Figure 1. M1 wires.
Scale bar: 50 µm.
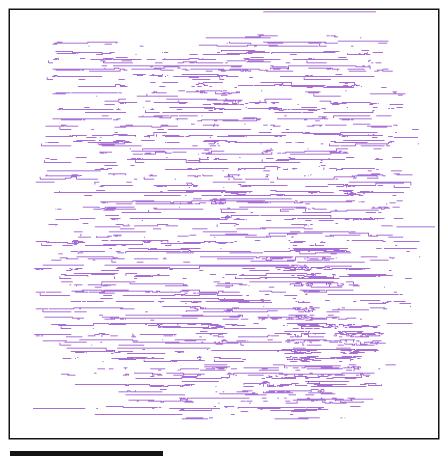
Figure 2. Metal 2.
Scale bar: 50 µm.
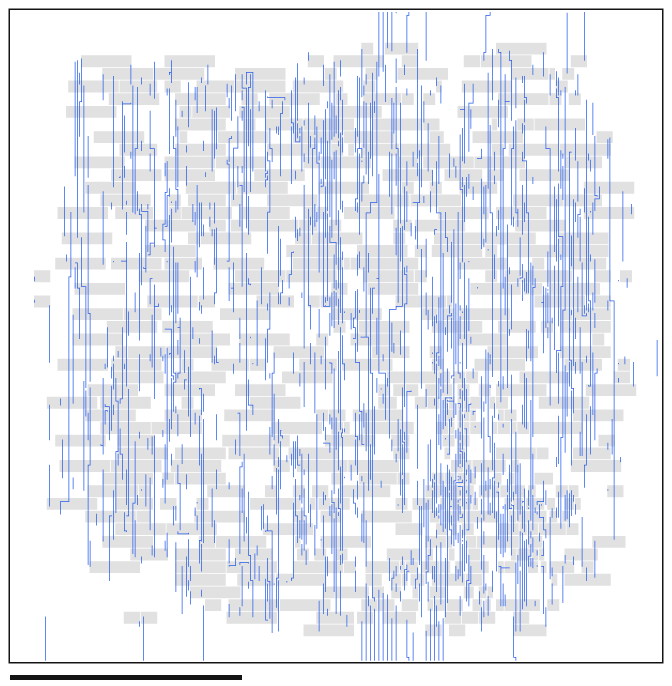
Figure 3. Metal 3.
Scale bar: 50 µm.
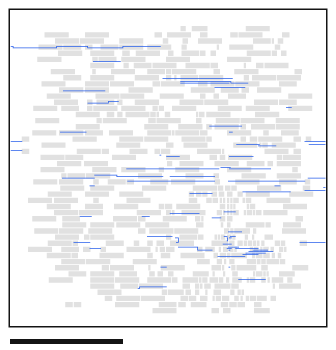
===== src/rtl/ctx_stack.sv =====
`default_nettype none
// ============================================================================
// Module   : ctx_stack
// Purpose  : Multi-context hardware call stack (LIFO) with combinational
//            top-of-stack read, occupancy and sticky overflow/underflow flags.
// Revision : 1.0 - initial release
// ============================================================================
module ctx_stack #(
    parameter int WIDTH = 12,
    parameter int DEPTH = 15,
    parameter int NCTX  = 1,
    parameter int CTX_W = (NCTX > 1) ? $clog2(NCTX) : 1,
    parameter int CNT_W = $clog2(DEPTH + 1)
) (
    input  logic             clk,
    input  logic             reset,
    input  logic [CTX_W-1:0] ctx,
    input  logic             push,
    input  logic             pop,
    input  logic [WIDTH-1:0] writedata,
    input  logic             err_clr,
    output logic [WIDTH-1:0] readdata,
    output logic [CNT_W-1:0] count,
    output logic             empty,
    output logic             full,
    output logic             overflow,
    output logic             underflow
);

    localparam logic [CNT_W-1:0] C_DEPTH = CNT_W'(DEPTH);

    logic             w_valid;
    logic [WIDTH-1:0] w_top [NCTX];
    logic [CNT_W-1:0] w_cnt [NCTX];
    logic             w_ovf [NCTX];
    logic             w_unf [NCTX];

    // Out-of-range context selects nothing, so it neither modifies state nor drives outputs.
    assign w_valid = ({1'b0, ctx} < (CTX_W + 1)'(NCTX));

    genvar i;
    generate
        for (i = 0; i < NCTX; i++) begin : g_ctx
            logic [WIDTH-1:0] r_mem [DEPTH];
            logic [CNT_W-1:0] r_cnt;
            logic             r_ovf;
            logic             r_unf;
            logic             w_sel;
            logic             w_full;
            logic             w_empty;
            logic             w_we;
            logic             w_inc;
            logic             w_dec;
            logic             w_ovf_set;
            logic             w_unf_set;
            logic [CNT_W-1:0] w_waddr;

            assign w_sel     = w_valid && (ctx == CTX_W'(i));
            assign w_full    = (r_cnt == C_DEPTH);
            assign w_empty   = (r_cnt == '0);
            // Push+pop on a non-empty stack overwrites the top; on an empty one it is a plain push.
            assign w_waddr   = (pop && !w_empty) ? (r_cnt - 1'b1) : r_cnt;
            assign w_we      = w_sel && push && (pop || !w_full);
            assign w_inc     = w_sel && push && (pop ? w_empty : !w_full);
            assign w_dec     = w_sel && pop && !push && !w_empty;
            assign w_ovf_set = w_sel && push && !pop && w_full;
            assign w_unf_set = w_sel && pop && !push && w_empty;

            always_ff @(posedge clk) begin
                if (!reset && w_we) begin
                    r_mem[w_waddr] <= writedata;
                end
            end

            always_ff @(posedge clk) begin
                if (reset) begin
                    r_cnt <= '0;
                    r_ovf <= 1'b0;
                    r_unf <= 1'b0;
                end else begin
                    if (w_inc) begin
                        r_cnt <= r_cnt + 1'b1;
                    end else if (w_dec) begin
                        r_cnt <= r_cnt - 1'b1;
                    end
                    r_ovf <= w_ovf_set || (r_ovf && !(w_sel && err_clr));
                    r_unf <= w_unf_set || (r_unf && !(w_sel && err_clr));
                end
            end

            assign w_top[i] = w_empty ? '0 : r_mem[r_cnt - 1'b1];
            assign w_cnt[i] = r_cnt;
            assign w_ovf[i] = r_ovf;
            assign w_unf[i] = r_unf;
        end
    endgenerate

    always_comb begin
        readdata  = '0;
        count     = '0;
        empty     = 1'b0;
        full      = 1'b0;
        overflow  = 1'b0;
        underflow = 1'b0;
        for (int k = 0; k < NCTX; k++) begin
            if (w_valid && (ctx == CTX_W'(k))) begin
                readdata  = w_top[k];
                count     = w_cnt[k];
                empty     = (w_cnt[k] == '0);
                full      = (w_cnt[k] == C_DEPTH);
                overflow  = w_ovf[k];
                underflow = w_unf[k];
            end
        end
    end

endmodule
`default_nettype wire


===== config.mk =====
export PLATFORM = sky130hd
export DESIGN_NAME = ctx_stack
export DESIGN_NICKNAME = d
export VERILOG_FILES = /design/src/rtl/ctx_stack.sv
export SDC_FILE = /design/constraint.sdc
export NUM_CORES = 1
export LEC_CHECK = 0
export CORE_MARGIN = 5
export CORE_UTILIZATION = 45
export CTS_BUF_LIST = sky130_fd_sc_hd__clkbuf_4
export CTS_CLUSTER_SIZE = 25
export DETAILED_ROUTE_END_ITERATION = 10
export PLACE_DENSITY_LB_ADDON = 0.1
export SLEW_MARGIN = 20
export SYNTH_ARGS = -nofsm -noshare
export SYNTH_HDL_FRONTEND = slang
export SYNTH_SLANG_ARGS = --single-unit

===== constraint.sdc =====
create_clock -name clk -period 3.45 [get_ports clk]
set_input_delay 0.5175 -clock clk [delete_from_list [all_inputs] [get_ports clk]]
set_output_delay 0.5175 -clock clk [all_outputs]
set_load 0.03 [all_outputs]

==> notes.md <==
run metrics: combinational fraction of design power=0.163, critical path capture point=readdata[1], starting density of the core=0.460, total cells reported by yosys after synthesis=421, total number of tap cells=220, placer's final routability congestion estimate=0.799, met2 track utilization from global routing=0.285, DR DRC count=0, run status=finished, final reports clean, number of antenna violations at the first check in global routing=0, htree depth=4, Placeable Area=16600 µm², list of most frequent post-synthesis cells=edfxtp_1, a211oi_1, nor2_1, sequential cells=186, fraction of registers with async set/reset=0, area of the mapped netlist=7630 µm², global-route met3 utilization=0.0324, critical path depth in cells=8, tally of clock buffers in the finished layout=17, buffer cell driving the clock tree root=clkbuf_4, Resize count post-CTS=6, aoi/oai-family share of the synthesized area=0.0608, number of buffers and inverters on the critical path=4, warning total across the stage logs=27, final design instance area without fill=8830 µm², IO buf count=37, sequential power share=0.561, critical path launch point type=register, Boundary Pins=38, Critical path origin=g_ctx[0].r_cnt[0], overall overflow remaining after global route=0, cell type with the largest total area after synthesis=edfxtp_1, postcts setup bufs=3, hold buffer count at CTS=0, amount of wire on met3 after detailed routing=744 µm, flip-flop and latch count after synthesis=186, Setup Viol. Count Final=0, total clock buffers created by CTS=17, sort of element at the end of the critical path=primary output, most repeated library cell on the critical path=buf_4, Final TNS setup=0 ns, synthesized area divided by synthesized cell count=18.1 µm², R2R Path Start=g_ctx[0].r_cnt[1], endpoint of the lowest-slack register-to-register path=g_ctx[0].r_mem[1][9], detailed router's first-iteration violation count=447, reg2reg setup slack=0.76 ns, hold_sp=g_ctx[0].r_ovf, Worst Hold Class=register to register, end-of-flow core utilization=0.532, fraction of area in clock buffers and inverters=0.0337, via density per instance=5.81, Peak supply drop=237 µV, Synthesized Nets=441, combinational share of cell area=0.225, switching fraction of total power=0.270, cell area power density=504 nW/µm², maximum clock skew at final layout=0.0156 ns, worst skew pair latency=0.57 ns, internal power consumption=3250 µW, Final non-clock buffer share=0.0807, Largest Register=g_ctx.r_mem, most common flop cell mapped by yosys=edfxtp_1, shortest clock period the worst path allows after layout=3.27 ns, via count of the first global-routing pass=4191
## Picture notes: Figure 1
longest straight run = 60.3 µm
wire length on this layer = 7530 µm

## Picture notes: Figure 2
nets with wire on the layer = 448
longest straight run = 75.2 µm
wire length on this layer = 8260 µm
share of all routed wire = 49%
main direction = vertical

## Picture notes: Figure 3
nets with wire on the layer = 43
share of all routed wire = 4.4%

No activity file was given, so power comes from the tool's default toggle rates.
